### src/rtl/trng_sample_ctrl.sv
// Ring-generator TRNG controller: sequences core reset/warm-up, decimates and packs
// i_rg_bit into W-bit words on a valid/ready port, and runs a repetition-count health test.
module trng_sample_ctrl #(
  parameter int W         = 8,
  parameter int DECIM     = 4,
  parameter int RST_CYC   = 2,
  parameter int WARMUP    = 64,
  parameter int RCT_LIMIT = 16
) (
  input  logic         i_clk,
  input  logic         i_rst_n,
  input  logic         i_en,
  input  logic         i_rg_bit,
  output logic         o_rg_rst,
  output logic [W-1:0] o_data,
  output logic         o_valid,
  input  logic         i_ready,
  output logic         o_busy,
  output logic         o_fault,
  output logic         o_ovf
);

  localparam int CYC_MAX = (RST_CYC > WARMUP) ? RST_CYC : WARMUP;
  localparam int CYC_W   = $clog2(CYC_MAX + 1);
  localparam int DEC_W   = $clog2(DECIM + 1);
  localparam int BIT_W   = $clog2(W + 1);
  localparam int RUN_W   = $clog2(RCT_LIMIT + 1);

  typedef enum logic [2:0] {
    S_IDLE,
    S_RESET,
    S_WARMUP,
    S_SAMPLE,
    S_FAULT
  } state_t;

  state_t             r_state;
  state_t             w_next;
  logic [CYC_W-1:0]   r_cyc;
  logic [DEC_W-1:0]   r_dec;
  logic [BIT_W-1:0]   r_bits;
  logic [RUN_W-1:0]   r_run;
  logic               r_prev;
  logic [W-1:0]       r_sreg;
  logic [W-1:0]       r_data;
  logic               r_valid;
  logic               r_ovf;

  logic               w_sample;
  logic [RUN_W-1:0]   w_run_next;
  logic               w_trip;
  logic [W-1:0]       w_word;
  logic               w_word_done;
  logic               w_xfer;

  assign w_sample    = (r_state == S_SAMPLE) && (r_dec == DEC_W'(DECIM - 1));
  // r_run == 0 marks "no previous sample since SAMPLE entry".
  assign w_run_next  = ((r_run == '0) || (i_rg_bit != r_prev)) ? RUN_W'(1) :
                       (r_run == RUN_W'(RCT_LIMIT))             ? r_run :
                                                                  r_run + RUN_W'(1);
  assign w_trip      = w_sample && (w_run_next == RUN_W'(RCT_LIMIT));
  assign w_word      = {r_sreg[W-2:0], i_rg_bit};
  assign w_word_done = w_sample && (r_bits == BIT_W'(W - 1));
  assign w_xfer      = r_valid && i_ready;

  // NOTE: always_comb gives every output a default first, so no path can infer a latch.
  always_comb begin
    w_next = r_state;
    case (r_state)
      S_IDLE:   if (i_en) w_next = S_RESET;
      S_RESET:  if (r_cyc == CYC_W'(RST_CYC - 1)) w_next = S_WARMUP;
      S_WARMUP: if (r_cyc == CYC_W'(WARMUP - 1)) w_next = S_SAMPLE;
      S_SAMPLE: if (w_trip) w_next = S_FAULT;
      S_FAULT:  w_next = S_FAULT;
      default:  w_next = S_IDLE;
    endcase
    if (!i_en) w_next = S_IDLE;
  end

  // NOTE: sequential state uses non-blocking assignments so every register samples
  // pre-edge values regardless of statement order.
  always_ff @(posedge i_clk) begin
    if (!i_rst_n) r_state <= S_IDLE;
    else          r_state <= w_next;
  end

  always_ff @(posedge i_clk) begin
    if (!i_rst_n) begin
      r_cyc   <= '0;
      r_dec   <= '0;
      r_bits  <= '0;
      r_run   <= '0;
      r_prev  <= 1'b0;
      r_sreg  <= '0;
      r_data  <= '0;
      r_valid <= 1'b0;
      r_ovf   <= 1'b0;
    end else begin
      if (w_next != r_state)
        r_cyc <= '0;
      else if ((r_state == S_RESET) || (r_state == S_WARMUP))
        r_cyc <= r_cyc + CYC_W'(1);

      if ((r_state == S_SAMPLE) && (w_next == S_SAMPLE))
        r_dec <= (r_dec == DEC_W'(DECIM - 1)) ? '0 : r_dec + DEC_W'(1);
      else
        r_dec <= '0;

      if ((w_next == S_IDLE) || (w_next == S_FAULT)) begin
        r_valid <= 1'b0;
        r_sreg  <= '0;
        r_bits  <= '0;
        r_run   <= '0;
      end else if ((r_state == S_IDLE) && (w_next == S_RESET)) begin
        r_ovf  <= 1'b0;
        r_sreg <= '0;
        r_bits <= '0;
        r_run  <= '0;
      end else if (r_state == S_SAMPLE) begin
        if (w_xfer) r_valid <= 1'b0;
        if (w_sample) begin
          r_prev <= i_rg_bit;
          r_run  <= w_run_next;
          if (w_word_done) begin
            r_bits <= '0;
            r_sreg <= '0;
            // Load only when the output slot is empty or being emptied this cycle.
            if (!r_valid || i_ready) begin
              r_data  <= w_word;
              r_valid <= 1'b1;
            end else begin
              r_ovf <= 1'b1;
            end
          end else begin
            r_sreg <= w_word;
            r_bits <= r_bits + BIT_W'(1);
          end
        end
      end
    end
  end

  assign o_rg_rst = (r_state == S_IDLE) || (r_state == S_RESET) || (r_state == S_FAULT);
  assign o_busy   = (r_state == S_SAMPLE);
  assign o_fault  = (r_state == S_FAULT);
  assign o_data   = r_data;
  assign o_valid  = r_valid;
  assign o_ovf    = r_ovf;

endmodule

### config.mk
export PLATFORM = sky130hd
export DESIGN_NAME = trng_sample_ctrl
export DESIGN_NICKNAME = d
export VERILOG_FILES = /design/src/rtl/trng_sample_ctrl.sv
export SDC_FILE = /design/constraint.sdc
export NUM_CORES = 1
export LEC_CHECK = 0
export ABC_AREA = 1
export ABC_CLOCK_PERIOD_IN_PS = 2200
export CAP_MARGIN = 20
export CORE_MARGIN = 2
export CORE_UTILIZATION = 43
export DETAILED_ROUTE_END_ITERATION = 8
export GPL_TIMING_DRIVEN = 0
export SLEW_MARGIN = 40
export SYNTH_ARGS = -nofsm -noshare
export SYNTH_HDL_FRONTEND = slang
export SYNTH_SLANG_ARGS = --single-unit
### constraint.sdc
create_clock -name i_clk -period 2.2 [get_ports i_clk]
set_input_delay 0.44 -clock i_clk [delete_from_list [all_inputs] [get_ports i_clk]]
set_output_delay 0.44 -clock i_clk [all_outputs]
set_load 0.005 [all_outputs]
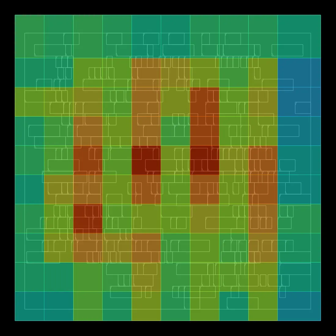
*Routing congestion*
busiest grt layer: met2
fraction of met3 tracks used by global routing: 3.33%

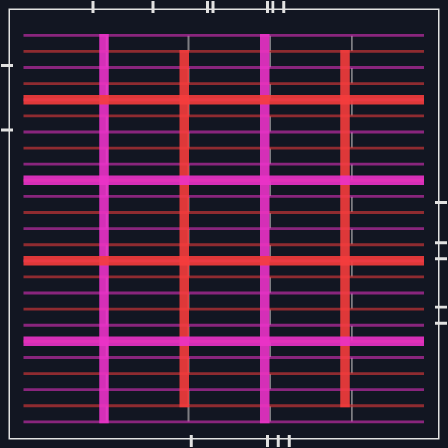
*Supply network*
Pins as bars on the die edge. Tap cells in gray.
| color | net |
|---|---|
| red | VDD |
| magenta | VSS |
rows: 24
met4 straps: 4
met5 straps: 4
tap cells: 52
signal pins: 18

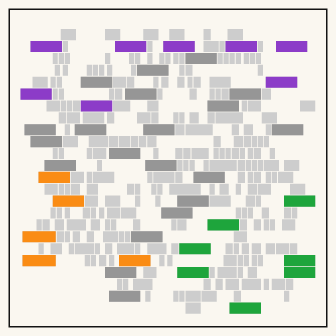
*Sequential cells colored by netlist name*
Other sequential cells in the stronger gray, the rest of the logic in the fainter gray.
| color | name in the netlist | placed flops |
|---|---|---|
| green | `r_cyc` | 7 |
| orange | `r_run` | 5 |
| purple | `o_data` | 8 |
not colored: 20

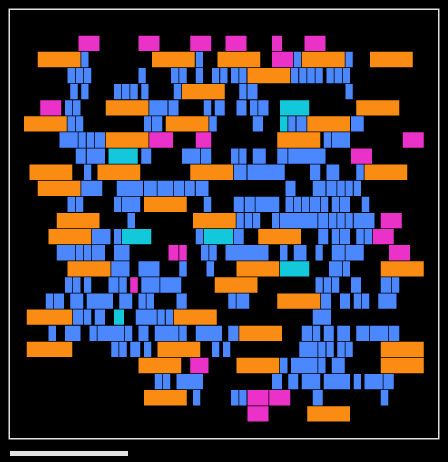
*Cells colored by class*
Bar = 20 um.
| color | class | cells |
|---|---|---|
| blue | remaining logic cells | 222 |
| orange | registers | 40 |
| cyan | clock drivers and dummy loads | 7 |
| magenta | remaining buffers and delay cells | 22 |

==> run notes <==
Implementation results.

Warnings reported by Yosys during synthesis add up to 0. The tightest hold path in the finished design has a slack of 0.423 ns. Per the placement report, the placed cell count is 336.

In the power breakdown, the biggest contributor is sequential cells. The number of stages on the worst setup path is 3. After synthesis, the share of cell area in mux cells is 0.499%.

The layout stage reports a final design area of about 0.0023 sq mm. The flow ran to the end, and the final reports show no timing, DRC or antenna violations. The start of the worst register-to-register path is r_dec[0].

Summing internal, switching and leakage power gives between 1 and 1.5 mW. The final worst-path setup slack is between 0.15 and 0.2 ns. The total met3 wirelength after detailed routing is around 90 um. The class of the worst hold path is reg -> reg. The clock tree buffer depth is 2. The number of enable-type register cells in the synthesized netlist is 0. The placed instances occupy a cell area of ~0.0022 sq mm. The CTS tree is built.

The cell count after synthesis is 268. The average routed wire per standard cell is approximately 12 um. The post-route setup TNS is 0 ns. Measured against its own limit, the worst slew margin works out to slightly below 70%. CTS built an H-tree with a depth of 2. Post-route period utilization is reported as about nine tenths. The power report attributes to the combinational group a share of between 4 and 5%. Sequential cells account for 57.7% of the total power. The synthesis run identifies the leading combinational cell family as simple AND/OR/NAND/NOR gates. The number of ordinary inverters in the final layout is 35. The layout clock buffer count is 6. The number of filler instances in the final layout is ~410. The main area contributors are sky130_fd_sc_hd__dfxtp_1 (40%), sky130_fd_sc_hd__nand2_1 (10%), sky130_fd_sc_hd__inv_1 (6.2%). The script extracted a total leakage power of between 0.9 and 1 nW.

The capture point of the worst path is o_busy. Summing over the stages, the warning tally comes to 28. Of all cell types, the one taking the most synthesized area is sky130_fd_sc_hd__dfxtp_1. The clock period minus final worst setup slack is between 2 and 2.5 ns. The post-synthesis sequential element count is ~40.

The cell with the largest stage delay on the worst path is sky130_fd_sc_hd__clkdlybuf4s50_1. The pin count of the biggest net entering global routing is 12. The total clock buffers created by CTS is 5. In the synthesized netlist, the cells that appear most often are sky130_fd_sc_hd__nand2_1 (56), sky130_fd_sc_hd__dfxtp_1 (40), sky130_fd_sc_hd__inv_1 (33). For this design the total switching power over the nets is between 300 and 400 uW. The well-tap cell count is 52. The highest cell delay on the worst timing path is between 0.5 and 0.6 ns.
[cells in the final DEF (no fill, tap or decap), drive strengths merged]
master,count
a21oi,16
a31oi,1
buf,4
clkbuf,8
clkdlybuf4s50,15
clkinv,1
dfxtp,40
dlygate4sd2,1
ha,7
inv,35
mux2i,1
nand2,61
nand3,27
nand4,8
nor2,36
nor3,12
nor3b,1
o21ai,5
o21bai,2
o22ai,1
xnor2,5
xor2,4
[sequential cells by signal, indices dropped and copies added, names as in the netlist]
signal   count
r_bits       4
r_dec        3
r_cyc        7
r_prev       1
r_state      3
r_sreg       7
o_ovf        1
r_run        5
o_valid      1
o_data       8
Power and IR drop assume default switching activity.
